==> config.mk <==
export PLATFORM = sky130hd
export DESIGN_NAME = fixed_point_sqrt_iter_flat
export DESIGN_NICKNAME = d
export VERILOG_FILES = /design/src/rtl/fixed_point_sqrt_iter_if.sv /design/src/rtl/fixed_point_sqrt_iter.sv /design/src/flat_wrapper.sv
export SDC_FILE = /design/constraint.sdc
export NUM_CORES = 1
export LEC_CHECK = 0
export CORE_MARGIN = 2
export CORE_UTILIZATION = 50
export CTS_BUF_LIST = sky130_fd_sc_hd__clkbuf_8
export DETAILED_ROUTE_END_ITERATION = 10
export GPL_TIMING_DRIVEN = 1
export PLACE_DENSITY_LB_ADDON = 0.1
export RECOVER_POWER = 100
export REMOVE_ABC_BUFFERS = 1
export SYNTH_ARGS = -nofsm -noshare
export SYNTH_HDL_FRONTEND = slang
export SYNTH_SLANG_ARGS = --single-unit
export TNS_END_PERCENT = 100
==> constraint.sdc <==
create_clock -name Clock -period 2.67 [get_ports Clock]
set_input_delay 0.4005 -clock Clock [delete_from_list [all_inputs] [get_ports Clock]]
set_output_delay 0.4005 -clock Clock [all_outputs]
set_load 0.01 [all_outputs]
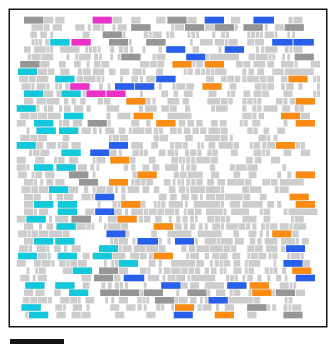
Figure 1: run 1, sequential cells grouped by signal name.
Scale bar: 20 µm.
Key: `u_core.cnt` = magenta [sequential cells 5, where top left]; `u_core.rad` = cyan [sequential cells 33, where a column on the left]; `u_core.root` = blue [sequential cells 25]; `u_core.rem` = orange [sequential cells 27]
Another 27 sequential cells are not coloured.
Final Util: 0.656
area occupied by registers: 2350 µm²

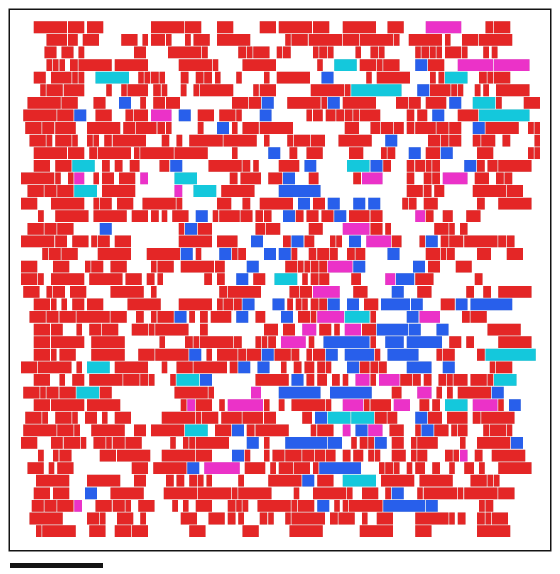
Figure 2: run 1, sizing map.
Scale bar: 20 µm.
Key: _3 and _4 cells = blue [cells 100, share 11%]; _0 and _1 cells = red [cells 734, share 82%]; _6 and larger = cyan [cells 23, share 2.6%]; _2 cells = magenta [cells 34, share 3.8%]
post-route worst setup slack: 0.0834 ns
post-route cell area: 8210 µm²
number of buffers outside the clock class in the layout: 146
area added between synthesis and finish: 29.5%

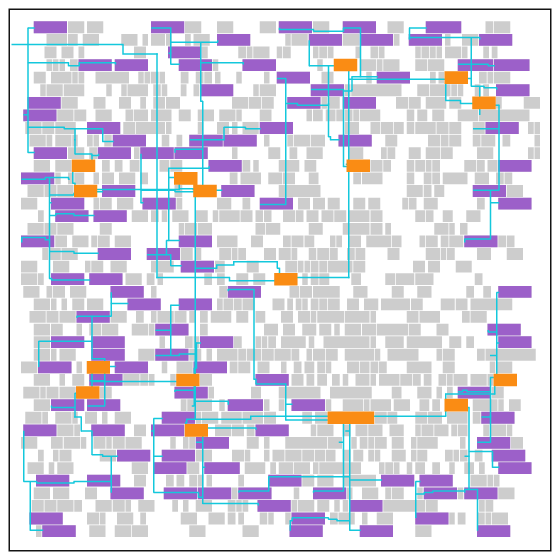
Figure 3: run 1, routed clock nets over the placement.
Key: clock wires = cyan [length 1,570 µm]; clock drivers = orange [count 17]; flip-flops = purple [count 117]
There are 18 routed clock nets. Position of the flops: all over the die.
Skew-Pair Late Insertion Delay: 0.43 ns
clock tree skew after final layout: 0.00888 ns

==> results.sh, run 1 <==
# yosys + openroad results
export IMPL_status="completed"
export IMPL_max_clock_freq_ghz=0.387
export IMPL_worstSetupPathType="reg -> reg"
export IMPL_cp_slowest_cell="o41a_1"
export IMPL_grt_overflow=0
export IMPL_critical_path_n_buffers_inverters=2
export IMPL_clock_transition_at_the_registers_of_the_reported_paths_ns=0.07
export IMPL_setup_violations=0
export IMPL_largest_reg_flops=33
export IMPL_post_synth_inst_count=765
export IMPL_worst_path_dominant_cell_family="AND-OR/OR-AND gates"
export IMPL_routed_wire_length_per_instance_um=15.6
export IMPL_ant_nets=0
export IMPL_chipHeight_um=117
export IMPL_timing_critical_path_cells="inv_1 -> ha_4 -> nand3_4 -> or3b_1 -> o31a_1 -> a21boi_4 -> buf_4 -> o41a_1 -> xnor2_1 -> mux2i_1 -> a21oi_1"
export IMPL_met2WireLength_mm=7.63
export IMPL_layout_worst_path_cycle_share=0.969
export IMPL_wl_mm=16.6
export IMPL_cap_viol_max_count=0
export IMPL_final_hold_viol_count=0
export IMPL_layout_top_cell="dfxtp_1"
export IMPL_yosys_stat_cells=765
export IMPL_met3_wirelength_um=903
export IMPL_finalNetCount=948
export IMPL_synth_area_leader_cell="dfxtp_1"
export IMPL_fin_setup_tns_ns=0
export IMPL_top_cell="dfxtp_1"
export IMPL_max_slew_worst_pin_slew_ns=0.957
export IMPL_diodes=0
export IMPL_most_common_layout_cells="dfxtp_1, nor2_1, buf_4"
export IMPL_grt_pass1_vias=5430
export IMPL_postSynth_asyncResetShare=0
export IMPL_finish_cell_count_without_fillers=1063
export IMPL_via_per_inst=5.52
export IMPL_reg2reg_slack_ns=0.08
export IMPL_area_combinational_um2=3830
export IMPL_synth_seq_area_share=0.369
export IMPL_root_buffer="clkbuf_8"
export IMPL_die_area_um2=13600
export IMPL_initial_utilization=0.506
export IMPL_hold_path_cell_count=3
export IMPL_yosys_warnings=0
export IMPL_grt_util_all_layers=0.246
export IMPL_placed_cells=1028
export IMPL_route_vias_total=5870
export IMPL_min_period_ns=2.59
export IMPL_clock_tree_buffer_depth=2
export IMPL_synthDistinctLibCells=58
export IMPL_port_buffer_count=61
export IMPL_cts_num_sinks=117
export IMPL_most_common_reg_cell="dfxtp_1"
export IMPL_number_of_flops_mapped_to_enable_cells_by_yosys=0
export IMPL_filler_cell_count=1112
export IMPL_postSynthRegisterBits=117
export IMPL_critical_path_endpoint_type="flip-flop"
export IMPL_pin_count_of_the_biggest_net_entering_global_routing=103
export IMPL_dr_first_iter_drc_count=302
export IMPL_timing_reg2reg_worst_path_depth=11
export IMPL_highest_layer="met4"
export IMPL_initial_antenna_violation_count=0
export IMPL_dp_final_hpwl_mm=11.8
export IMPL_syn_avg_cell_area_um2=8.29
export IMPL_syn_area_um2=6340
export IMPL_synthTopCellsByCount="dfxtp_1, nor2_1, nand2_1"
export IMPL_total_stage_count_of_the_critical_path=11
export IMPL_final_layout_size_suffix_gt1_frac=0.176
export IMPL_cts_buffers_inserted=17
export IMPL_grt_first_pass_wirelength_mm=26.3
export IMPL_openroad_warnings=32
export IMPL_finalHoldWorstSlack_ns=0.434
export IMPL_cts_tree="done"
export IMPL_slew_violations=0
export IMPL_globalplace_congestion=0.979
export IMPL_startpoint_type="flip-flop"
export IMPL_max_stage_delay_ns=0.44
export IMPL_timing_slew_headroom=0.362
export IMPL_critPathRequiredTime_ns=2.96
## run 1: worst register-to-register path: stages (launching register included)
cell and delay (ns):
dfxtp_2 0.35, inv_1 0.08, ha_4 0.29, nand3_4 0.12, or3b_1 0.38, o31a_1 0.12
a21boi_4 0.16, buf_4 0.15, o41a_1 0.44, xnor2_1 0.15, mux2i_1 0.13, a21oi_1 0.08
## run 1: layer usage
layer / vias up / GRT usage
met5: - / 0
met1: 2784 / 0.340
met3: 16 / 0.0638
met4: 0 / 0.0682
met2: 151 / 0.383
li1: 2919 / -
## run 1: repair_timing
action | 4_1_cts | 5_1_grt
pin swaps | 1 | 13
cloned | 0 | 0
resized | 7 | 39
buffers inserted | 0 | 5
endpoints found under the setup margin | 13 | 26
## run 1: area by class of cell
type / instances / area share
clock buffers: 17 / 0.0285
clock inverters: 13 / 0.0177
inverters: 43 / 0.0197
multi-input cells: 555 / 0.467
flip-flops and latches: 117 / 0.286
well taps: 172 / 0.0262
repair buffers: 146 / 0.155
## run 1: cells by family after synthesis
kind of cell / after synthesis / synth area share
and+or+nand+nor: 226 / 0.156
AOI/OAI and AO/OA: 204 / 0.212
DFF: 117 / 0.369
buffers and inverters: 99 / 0.0667
muxes: 66 / 0.104
adders and majority gates: 33 / 0.0651
xor gates and xnor gates: 19 / 0.0262
other: 1 / 0.000591
## Run 2: what changed since run 1
--- a/config.mk
+++ b/config.mk
@@ -10,9 +10,11 @@
 export CTS_BUF_LIST = sky130_fd_sc_hd__clkbuf_8
 export DETAILED_ROUTE_END_ITERATION = 10
 export GPL_TIMING_DRIVEN = 1
+export HOLD_SLACK_MARGIN = 0.12
 export PLACE_DENSITY_LB_ADDON = 0.1
 export RECOVER_POWER = 100
 export REMOVE_ABC_BUFFERS = 1
+export SLEW_MARGIN = 0
 export SYNTH_ARGS = -nofsm -noshare
 export SYNTH_HDL_FRONTEND = slang
 export SYNTH_SLANG_ARGS = --single-unit
==> constraint.sdc (replaced) <==
create_clock -name Clock -period 2.5 [get_ports Clock]
set_input_delay 0.375 -clock Clock [delete_from_list [all_inputs] [get_ports Clock]]
set_output_delay 0.375 -clock Clock [all_outputs]
set_load 0.01 [all_outputs]
==> run 2 against run 1 <==
Compared with the run above: the run now ends with setup timing left; utilization grew 3.7 points; area after synthesis unchanged; register-to-register slack lost 0.15 ns; worst setup slack worse by 0.15 ns; maximum frequency is 0.62% higher; hold slack got worse by 0.015 ns; critical path type unchanged; critical endpoint is now u_core.rem[20].
==> results.sh, run 2 <==
# yosys + openroad results
export IMPL_most_common_reg_cell="dfxtp_1"
export IMPL_status="finished with violations"
export IMPL_via_per_inst=5.51
export IMPL_globalplace_congestion=1.00
export IMPL_failed_checks="setup timing"
export IMPL_openroad_warnings=34
export IMPL_setup_violations=5
export IMPL_final_hold_viol_count=0
export IMPL_fin_setup_tns_ns=-0.168
export IMPL_ant_nets=0
export IMPL_gr_usage_met2=0.399
export IMPL_clkLatencyLatePin_ns=0.44
export IMPL_synthTopCellsByCount="dfxtp_1, nor2_1, nand2_1"
export IMPL_min_period_ns=2.57
export IMPL_grt_util_all_layers=0.264
export IMPL_root_buffer="clkbuf_8"
export IMPL_cts_tree="done"
export IMPL_critical_path_endpoint_type="flip-flop"
export IMPL_grt_util_met1=0.372
export IMPL_startpoint_type="flip-flop"
export IMPL_dr_first_iter_drc_count=388
export IMPL_yosys_stat_cells=765
export IMPL_syn_area_um2=6340
export IMPL_fin_skew_ns=0.0111
export IMPL_number_of_flops_mapped_to_enable_cells_by_yosys=0
export IMPL_cts_num_sinks=117
export IMPL_postSynth_asyncResetShare=0
export IMPL_synth_area_leader_cell="dfxtp_1"
export IMPL_met3_wirelength_mm=1.03
export IMPL_post_synth_inst_count=765
export IMPL_final_layout_size_suffix_gt1_frac=0.233
export IMPL_clock_transition_at_the_registers_of_the_reported_paths_ns=0.07
export IMPL_die_area_um2=13600
export IMPL_grt_pass1_vias=5799
export IMPL_yosys_warnings=0
export IMPL_top_cell="dfxtp_1"
export IMPL_grt_overflow=0
export IMPL_timing_slew_headroom=0.251
export IMPL_initial_antenna_violation_count=0
export IMPL_filler_cell_count=1033
export IMPL_dp_final_hpwl_mm=12.2
export IMPL_routed_wire_length_per_instance_um=15.9
export IMPL_post_route_worst_setup_slack_ns=-0.0708
export IMPL_max_clock_freq_ghz=0.389
export IMPL_cap_viol_max_count=0
[run 2: layout make-up]
| cell class | instances | area, µm² | share of cell area |
|---|---|---|---|
| Tap cell | 172 | 215 | 0.0248 |
| Clock inverter | 14 | 175 | 0.0202 |
| Clock buffer | 18 | 248 | 0.0285 |
| Sequential cell | 117 | 2350 | 0.271 |
| Inverter | 43 | 161 | 0.0186 |
| Multi-Input combinational cell | 555 | 4010 | 0.462 |
| Timing Repair Buffer | 176 | 1520 | 0.175 |
[run 2: cells by family (layout without fill, tap and decap cells)]
group	count (synthesis)	after routing	share of synthesized area
flip-flops	117	117	0.369
adder cells (fa/ha/maj)	33	33	0.0651
AND/OR/NAND/NOR	226	226	0.156
multiplexers	66	66	0.104
other	1	7	0.000591
XOR/XNOR	19	19	0.0262
buffers and inverters	99	251	0.0667
AND-OR/OR-AND	204	204	0.212
[run 2: per-stage QoR]
stage / instances / hold WS, ns / utilization / cell area [µm²]
after floorplan: 715 / 0.444 / - / 6100
after global placement: 1059 / 0.440 / 0.624 / 7810
after detailed placement: 1059 / 0.447 / 0.624 / 7810
after CTS: 1092 / 0.403 / 0.671 / 8400
after global routing: 1095 / 0.407 / 0.693 / 8680
final: 1095 / 0.419 / 0.693 / 8680
[run 2: repair_timing]
action	in CTS	in global routing
gates resized	32	51
pin swaps	11	20
endpoints found under the setup margin	25	27
buffers inserted	2	3
[run 2: critical path, delay by kind of cell (launching register included)]
family | cells | cell delay (ns)
DFF | 1 | 0.33
adders and majority gates | 1 | 0.28
and+or+nand+nor | 2 | 0.46
muxes | 1 | 0.26
buffers and inverters | 4 | 0.49
AOI/OAI and AO/OA | 4 | 0.61
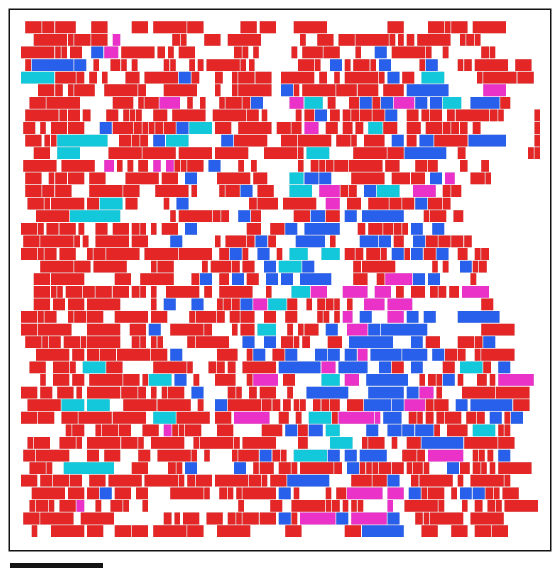
Figure 4: run 2, sizing map.
Scale bar: 20 µm.
Key: _3 and _4 cells = blue [cells 138, share 15%]; _6 and larger = cyan [cells 34, share 3.7%]; _2 cells = magenta [cells 43, share 4.7%]; _0 and _1 cells = red [cells 708, share 77%]
number of buffers outside the clock class in the layout: 176
post-route cell area: 8680 µm²

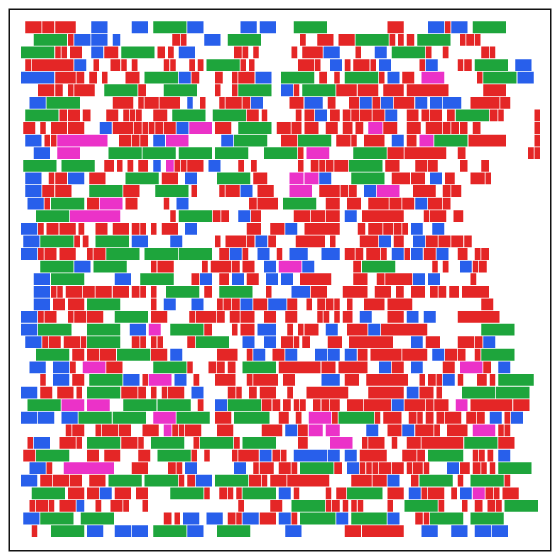
Figure 5: run 2, cell classes on the final placement.
Key: remaining buffers and delay cells = blue [cells 176]; clock drivers and dummy loads = magenta [cells 32]; combinational and other logic = red [cells 598]; sequential cells = green [cells 117]
fraction of area in registers: 0.271
Final Util: 0.693

